## src/rtl/btn_debounce.sv

```systemverilog
// Multi-channel button debouncer: 2-flop synchronizer, per-channel stability counter, registered edge pulses.
// Define BTN_DEBOUNCE_FALL_EN to add the btn_fall port and its 1->0 pulse logic.
module btn_debounce_lane #(
  parameter int STABLE_CYCLES = 1000000
) (
  input  logic clk,
  input  logic rst,
  input  logic btn_in,
  output logic level,
  output logic rise
`ifdef BTN_DEBOUNCE_FALL_EN
  ,
  output logic fall
`endif
);
  localparam int CW = $clog2(STABLE_CYCLES);

  logic          sync1_q, sync2_q;
  logic [CW-1:0] cnt_q, cnt_d;
  logic          level_q, level_d;
  logic          rise_q, rise_d;
  logic          fall_q, fall_d;

  // Counter only runs while the synchronized input disagrees with the accepted level.
  always_comb begin
    cnt_d   = '0;
    level_d = level_q;
    rise_d  = 1'b0;
    fall_d  = 1'b0;
    if (sync2_q != level_q) begin
      if (cnt_q == CW'(STABLE_CYCLES - 1)) begin
        level_d = sync2_q;
        rise_d  = sync2_q;
        fall_d  = ~sync2_q;
      end else begin
        cnt_d = cnt_q + CW'(1);
      end
    end
  end

  always_ff @(posedge clk) begin
    if (rst) begin
      sync1_q <= 1'b0;
      sync2_q <= 1'b0;
      cnt_q   <= '0;
      level_q <= 1'b0;
      rise_q  <= 1'b0;
      fall_q  <= 1'b0;
    end else begin
      sync1_q <= btn_in;
      sync2_q <= sync1_q;
      cnt_q   <= cnt_d;
      level_q <= level_d;
      rise_q  <= rise_d;
      fall_q  <= fall_d;
    end
  end

  assign level = level_q;
  assign rise  = rise_q;
`ifdef BTN_DEBOUNCE_FALL_EN
  assign fall  = fall_q;
`else
  logic unused_fall;
  assign unused_fall = fall_q;
`endif
endmodule

module btn_debounce #(
  parameter int NUM_BTN       = 4,
  parameter int STABLE_CYCLES = 1000000
) (
  input  logic               clk,
  input  logic               rst,
  input  logic [NUM_BTN-1:0] btn_in,
  output logic [NUM_BTN-1:0] btn_level,
  output logic [NUM_BTN-1:0] btn_rise
`ifdef BTN_DEBOUNCE_FALL_EN
  ,
  output logic [NUM_BTN-1:0] btn_fall
`endif
);
  for (genvar g = 0; g < NUM_BTN; g++) begin : g_lane
    btn_debounce_lane #(
      .STABLE_CYCLES(STABLE_CYCLES)
    ) u_lane (
      .clk   (clk),
      .rst   (rst),
      .btn_in(btn_in[g]),
      .level (btn_level[g]),
      .rise  (btn_rise[g])
`ifdef BTN_DEBOUNCE_FALL_EN
      ,
      .fall  (btn_fall[g])
`endif
    );
  end
endmodule

```

## config.mk

```make
export PLATFORM = sky130hd
export DESIGN_NAME = btn_debounce
export DESIGN_NICKNAME = d
export VERILOG_FILES = /design/src/rtl/btn_debounce.sv
export SDC_FILE = /design/constraint.sdc
export NUM_CORES = 1
export LEC_CHECK = 0
export ABC_AREA = 1
export CELL_PAD_IN_SITES_DETAIL_PLACEMENT = 0
export CELL_PAD_IN_SITES_GLOBAL_PLACEMENT = 1
export CORE_MARGIN = 4
export CORE_UTILIZATION = 48
export CTS_CLUSTER_SIZE = 8
export DETAILED_ROUTE_END_ITERATION = 12
export GPL_ROUTABILITY_DRIVEN = 0
export PLACE_DENSITY_LB_ADDON = 0.08
export SLEW_MARGIN = 20
export SYNTH_ARGS = -nofsm -noshare
export SYNTH_HDL_FRONTEND = slang
export SYNTH_SLANG_ARGS = --single-unit
export TNS_END_PERCENT = 100
```

## constraint.sdc

```tcl
create_clock -name clk -period 3.6 [get_ports clk]
set_clock_uncertainty 0.1 [all_clocks]
set_input_delay 0.54 -clock clk [delete_from_list [all_inputs] [get_ports clk]]
set_output_delay 0.54 -clock clk [all_outputs]
set_load 0.02 [all_outputs]
```

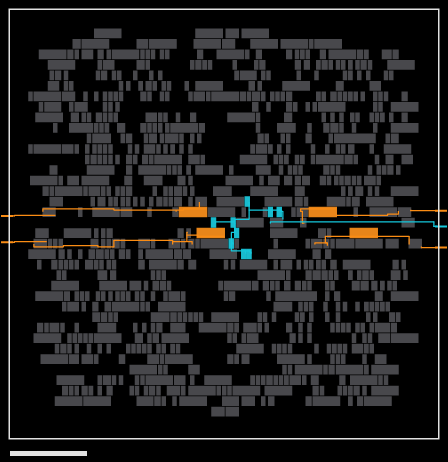
Figure 1: run 1, port wiring.
Bar = 20 um.
legend:
  `btn_level`:
    color: orange
    bits: 4
    direction: output
    edge: 2 left, 2 right
    end_cells: 4
    buffers: 4
    wire: 197 um
  `rst`:
    color: cyan
    bits: 1
    direction: input
    edge: right
    end_cells: 9
    buffers: 1
    wire: 85.9 um
Ports: 14
IO Port Bufs: 13

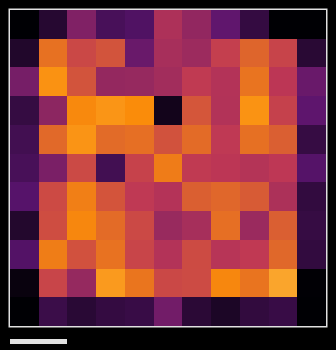
Figure 2: run 1, cell density map.
Bar = 20 um. 11 x 11 tiles, from black (low) to pale yellow (high), 0 to 100% covered.
densest ninth of the die: middle
fullest tile: 80%
mean over tiles: 43%
tiles over 75% full: 5.8%
fp util: 0.491
Core Util, Final: 0.528
core area: 0.0103 sq mm

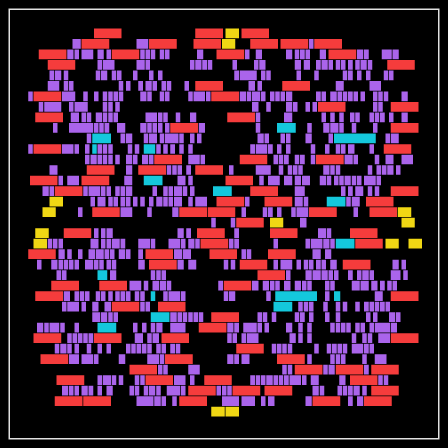
Figure 3: run 1, cells colored by class.
legend:
  remaining buffers and delay cells:
    color: yellow
    cells: 13
  clock drivers and dummy loads:
    color: cyan
    cells: 16
  sequential cells:
    color: red
    cells: 96
  combinational and other logic:
    color: purple
    cells: 662
fin area: 0.00545 sq mm
sequential share of cell area: 0.353
# rows: 37

==> results_slide.txt, run 1 <==
Physical Implementation Snapshot

Routing
  – Metal2 WL: 4920 um
  – 1st-pass router iterations: 5
  – Iteration-0 DRC Markers: 237
  – DRC Markers: 0
  – Top Layer Used: met4
  – DR WL met3: 433 um
  – DR vias/cell: 4.93
  – Vias: 4,547
  – Met1 wire length: 5370 um
  – Final wirelength: 10,900 um

Pwr
  – PnR Total Power: 1.87 mW
  – Sw Pwr: 0.402 mW
  – VDD IR-drop max: 207 uV
  – Static leakage: 1.64 nW
  – Share of power burned in the clock network: 0.414
  – Logic gate share of total power: 0.014

Finish
  – Most numerous logic cell after layout: nand2_1
  – Dominant class by area: multi-input combinational cells
  – Clk cell area share: 0.0390
  – Registers: 96
  – N_diodes: 0
  – Non-clock buffers: 13
  – Combinational gate count: 577
  – Logic cell area: 0.00270 sq mm
  – Synth-to-Final Area Change: 7.48%
  – Fill cell count: 1,008
  – Top Layout Cells: nand2_1, nor2_1, dfxtp_1
  – Most flop-heavy register: g_lane.u_lane.cnt_q
  – Fraction of layout cells with a size suffix above 1: 0.0483
  – Non-clk buf share: 0.0239
  – Max reg flops: 80
  – Register area: 0.00192 sq mm

Critical path
  – Worst-path cell chain: clkdlybuf4s50_1 -> inv_1 -> and2_1 -> nand2_1 -> nor2_1
  – Critical path startpoint category: input pin
  – R2R Path End: g_lane[1].u_lane.cnt_q[11]
  – Worst EP required: 3.73 ns
  – Crit path max fanout: 20
  – CP startpoint: rst
  – Critical Path End Type: flip-flop
  – CP delay by family, top: simple AND/OR/NAND/NOR gates
  – FF-to-FF path depth: 6
  – WS Path Type: input pin to flip-flop
  – Crit-path slowest cell: clkdlybuf4s50_1

Run
  – Max-Cap Viols: 0
  – Log Warnings: 26

Min path
  – Hold path startpoint: g_lane[1].u_lane.sync1_q
  – WHS Endpoint: g_lane[1].u_lane.sync2_q
  – Path category of the worst min-delay check: flip-flop to flip-flop

Clocking
  – TritonCTS clock tree: done
  – Worst-skew pair later-pin latency: 0.37 ns
  – CTS Buffer Depth: 2
  – CTS clk-pin slew, worst paths: 0.09 ns
  – Post-CTS setup buffer count: 0

Final timing
  – Slew @ Worst Pin: 0.727 ns
  – Fmax: 0.456 GHz
  – Setup violators final: 0
  – Period utilization: 0.609
  – RSZ-0062 raised after global routing: no
  – Rel. slew slack: 0.514
  – Final worst setup slack: 1.41 ns
  – Hold WS: 0.301 ns
  – Min cycle time layout: 2.19 ns

Floorplan
  – DIE AREA: 0.0123 sq mm
  – Die width: 111 um
  – Tap cells: 136

Logic synthesis
  – Synth top area cells: dfxtp_1, nand2_1, nor2_1
  – Cell with the most instances after synthesis: nand2_1
  – Post-synth top cells: nand2_1, nor2_1, dfxtp_1, inv_1, nand3_1
  – Async SR Flop Fraction: 0
  – Synth warn: 0
  – Synth area leader: dfxtp_1

Global route
  – Largest net degree at the start of global routing: 21
  – Grt peak-use layer: met2
  – Grt met1 use: 0.243

Status
  – Outcome: complete, no violations

Place
  – Placement Cell Area: 0.00524 sq mm
  – Final HPWL DP: 8060 um
  – Dpl ws: 1.04 ns
==> run 2, diff against run 1 <==
--- a/config.mk
+++ b/config.mk
@@ -9,7 +9,7 @@
 export CELL_PAD_IN_SITES_DETAIL_PLACEMENT = 0
 export CELL_PAD_IN_SITES_GLOBAL_PLACEMENT = 1
 export CORE_MARGIN = 4
-export CORE_UTILIZATION = 48
+export CORE_UTILIZATION = 44
 export CTS_CLUSTER_SIZE = 8
 export DETAILED_ROUTE_END_ITERATION = 12
 export GPL_ROUTABILITY_DRIVEN = 0
==> constraint.sdc (replaced) <==
create_clock -name clk -period 2.25 [get_ports clk]
set_clock_uncertainty 0.1 [all_clocks]
set_input_delay 0.3375 -clock clk [delete_from_list [all_inputs] [get_ports clk]]
set_output_delay 0.3375 -clock clk [all_outputs]
set_load 0.02 [all_outputs]
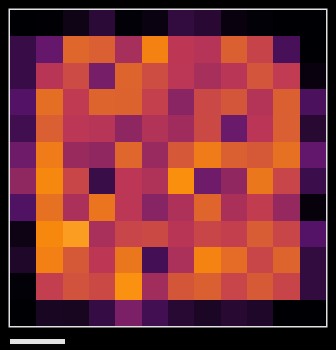
Figure 4: run 2, cell density map.
Bar = 20 um. 12 x 12 tiles, from black (low) to pale yellow (high), 0 to 100% covered.
tiles over 75% full: 2.1%
densest ninth of the die: middle
nearly empty tiles: 8.3%
mean over tiles: 41%
fullest tile: 79%
Core Util, Final: 0.503
core area: 0.0111 sq mm
fp util: 0.458

==> run 2 against run 1 <==
  * Combinational power grew 77%
  * Sequential share of layout area shrank 0.75 points
  * Sequential power grew about 60%
  * Design area grew 2.2%
  * Die size grew 8.4%
  * First-iteration DRC count grew 0.42%
  * Power grew 76%
  * Synthesized cell count is the same
  * Core utilization shrank 2.5 points
  * Via count grew 1.5%
  * Register-to-register slack lost 1.1 ns
  * Clock-buffer cell count grew 1
  * Largest cell class unchanged
==> results_slide.txt, run 2 <==
Physical Implementation Snapshot

Routing
  – Top Layer Used: met4
  – Metal2 WL: 4930 um (+0.12%)
  – Met1 wire length: 5540 um (+3.1%)
  – DR vias/cell: 4.96 (+0.62%)
  – Iteration-0 DRC Markers: 238 (+0.42%)
  – DRC Markers: 0 (unchanged)
  – Vias: 4,615 (+1.5%)
  – Final wirelength: 11,000 um (+1.6%)
  – DR WL met3: 416 um (-3.9%)

Floorplan
  – # rows: 38 (+2.7%)
  – Ports: 14 (unchanged)
  – DIE AREA: 0.0133 sq mm (+8.4%)
  – Tap cells: 140 (+2.9%)

Critical path
  – WS Path Type: flip-flop to output pin
  – R2R Path End: g_lane[1].u_lane.cnt_q[9]
  – Critical Path End Type: output pin
  – Crit path max fanout: 4 (-80%)
  – CP startpoint: g_lane[0].u_lane.level
  – CP delay by family, top: buffers and inverters
  – Critical path startpoint category: flip-flop
  – Crit-path slowest cell: clkdlybuf4s50_1
  – Worst EP required: 1.81 ns (-1.92 ns)
  – Worst-path cell chain: clkdlybuf4s50_1

Finish
  – Non-clk buf share: 0.0301 (+0.00623)
  – Fill cell count: 1,171 (+16%)
  – Clk cell area share: 0.0519 (+0.0129)
  – Registers: 96 (unchanged)
  – N_diodes: 0 (unchanged)
  – Most numerous logic cell after layout: nand2_1
  – Register area: 0.00192 sq mm (unchanged)
  – Most flop-heavy register: g_lane.u_lane.cnt_q
  – Max reg flops: 80 (unchanged)
  – Non-clock buffers: 18 (+5)
  – Dominant class by area: multi-input combinational cells
  – Fin nets: 797
  – Synth-to-Final Area Change: 9.82%
  – CLK BUF: 12
  – Combinational gate count: 577 (unchanged)
  – Fin area: 0.00557 sq mm (+2.2%)
  – Logic cell area: 0.00270 sq mm (unchanged)
  – Fraction of layout cells with a size suffix above 1: 0.0531 (+0.00481)
  – Sequential share of cell area: 0.345 (-0.00753)

Pwr
  – Seq pwr share: 0.522
  – Static leakage: 1.70 nW (+3.5%)
  – P_seq: 1.71 mW
  – PnR Total Power: 3.29 mW (+76%)
  – Main power-consuming group: registers
  – Sw Pwr: 0.674 mW (+68%)
  – Logic gate share of total power: 0.014 (about the same)
  – Clk pwr: 1.53 mW
  – Share of power burned in the clock network: 0.465 (+0.051)

Final timing
  – Hold WS: 0.307 ns (+0.00537 ns)
  – RSZ-0062 raised after global routing: no
  – Fmax: 0.542 GHz
  – Rel. slew slack: 0.677 (+0.163)
  – Final worst setup slack: 0.405 ns (-1.00 ns)
  – Slew @ Worst Pin: 0.481 ns (-0.246 ns)
  – Min cycle time layout: 1.84 ns
  – Setup violators final: 0 (unchanged)
  – Period utilization: 0.820

Logic synthesis
  – Post-synth top cells: nand2_1, nor2_1, dfxtp_1, inv_1, nand3_1
  – Cell with the most instances after synthesis: nand2_1
  – Yosys stat chip area: 0.00507 sq mm
  – Mapped Nets: 788
  – Synth top area cells: dfxtp_1, nand2_1, nor2_1
  – Async SR Flop Fraction: 0 (unchanged)
  – Mux area share: 0
  – Synth warn: 0 (unchanged)
  – Synth area leader: dfxtp_1
  – Synthesized area: 0.00507 sq mm

Min path
  – WHS Endpoint: g_lane[2].u_lane.sync2_q
  – Path category of the worst min-delay check: flip-flop to flip-flop
  – Hold path startpoint: g_lane[2].u_lane.sync1_q

Run
  – Log Warnings: 26 (unchanged)
  – Max-Cap Viols: 0 (unchanged)

Place
  – IO Port Bufs: 13 (unchanged)
  – Dpl ws: 0.350 ns (-0.687 ns)
  – Placement Cell Area: 0.00528 sq mm (+0.81%)
  – Final HPWL DP: 8250 um (+2.3%)

Clocking
  – Post-CTS setup buffer count: 0 (unchanged)
  – CTS Buffer Depth: 2 (unchanged)
  – TritonCTS clock tree: done
  – Worst-skew pair later-pin latency: 0.35 ns (-0.02 ns)
  – CTS clk-pin slew, worst paths: 0.06 ns (-0.03 ns)

Global route
  – Largest net degree at the start of global routing: 21 (unchanged)
  – Grt peak-use layer: met2
  – GR Util met3: 0.0489
  – Grt met1 use: 0.236 (-0.00719)

Status
  – Outcome: complete, no violations
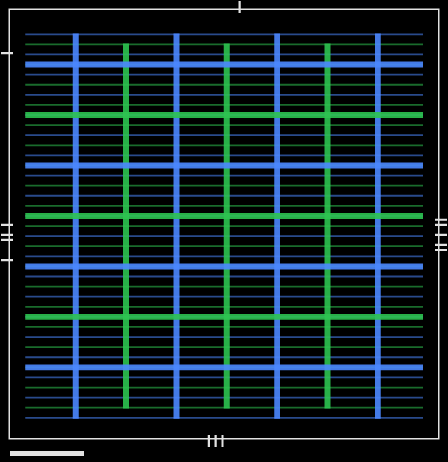
Figure 5: run 2, floorplan with the power grid.
Bar = 20 um. Pins as bars on the die edge.
legend:
  VDD:
    color: green
  VSS:
    color: blue
met5 straps: 7
met1 rails: 39
rows: 38
met4 straps: 7
signal pins: 14
die width: 115 um
VDD IR-drop max: 547 uV
die y size: 115 um

Power figures rest on the tool's default switching activity, not on a simulated workload.
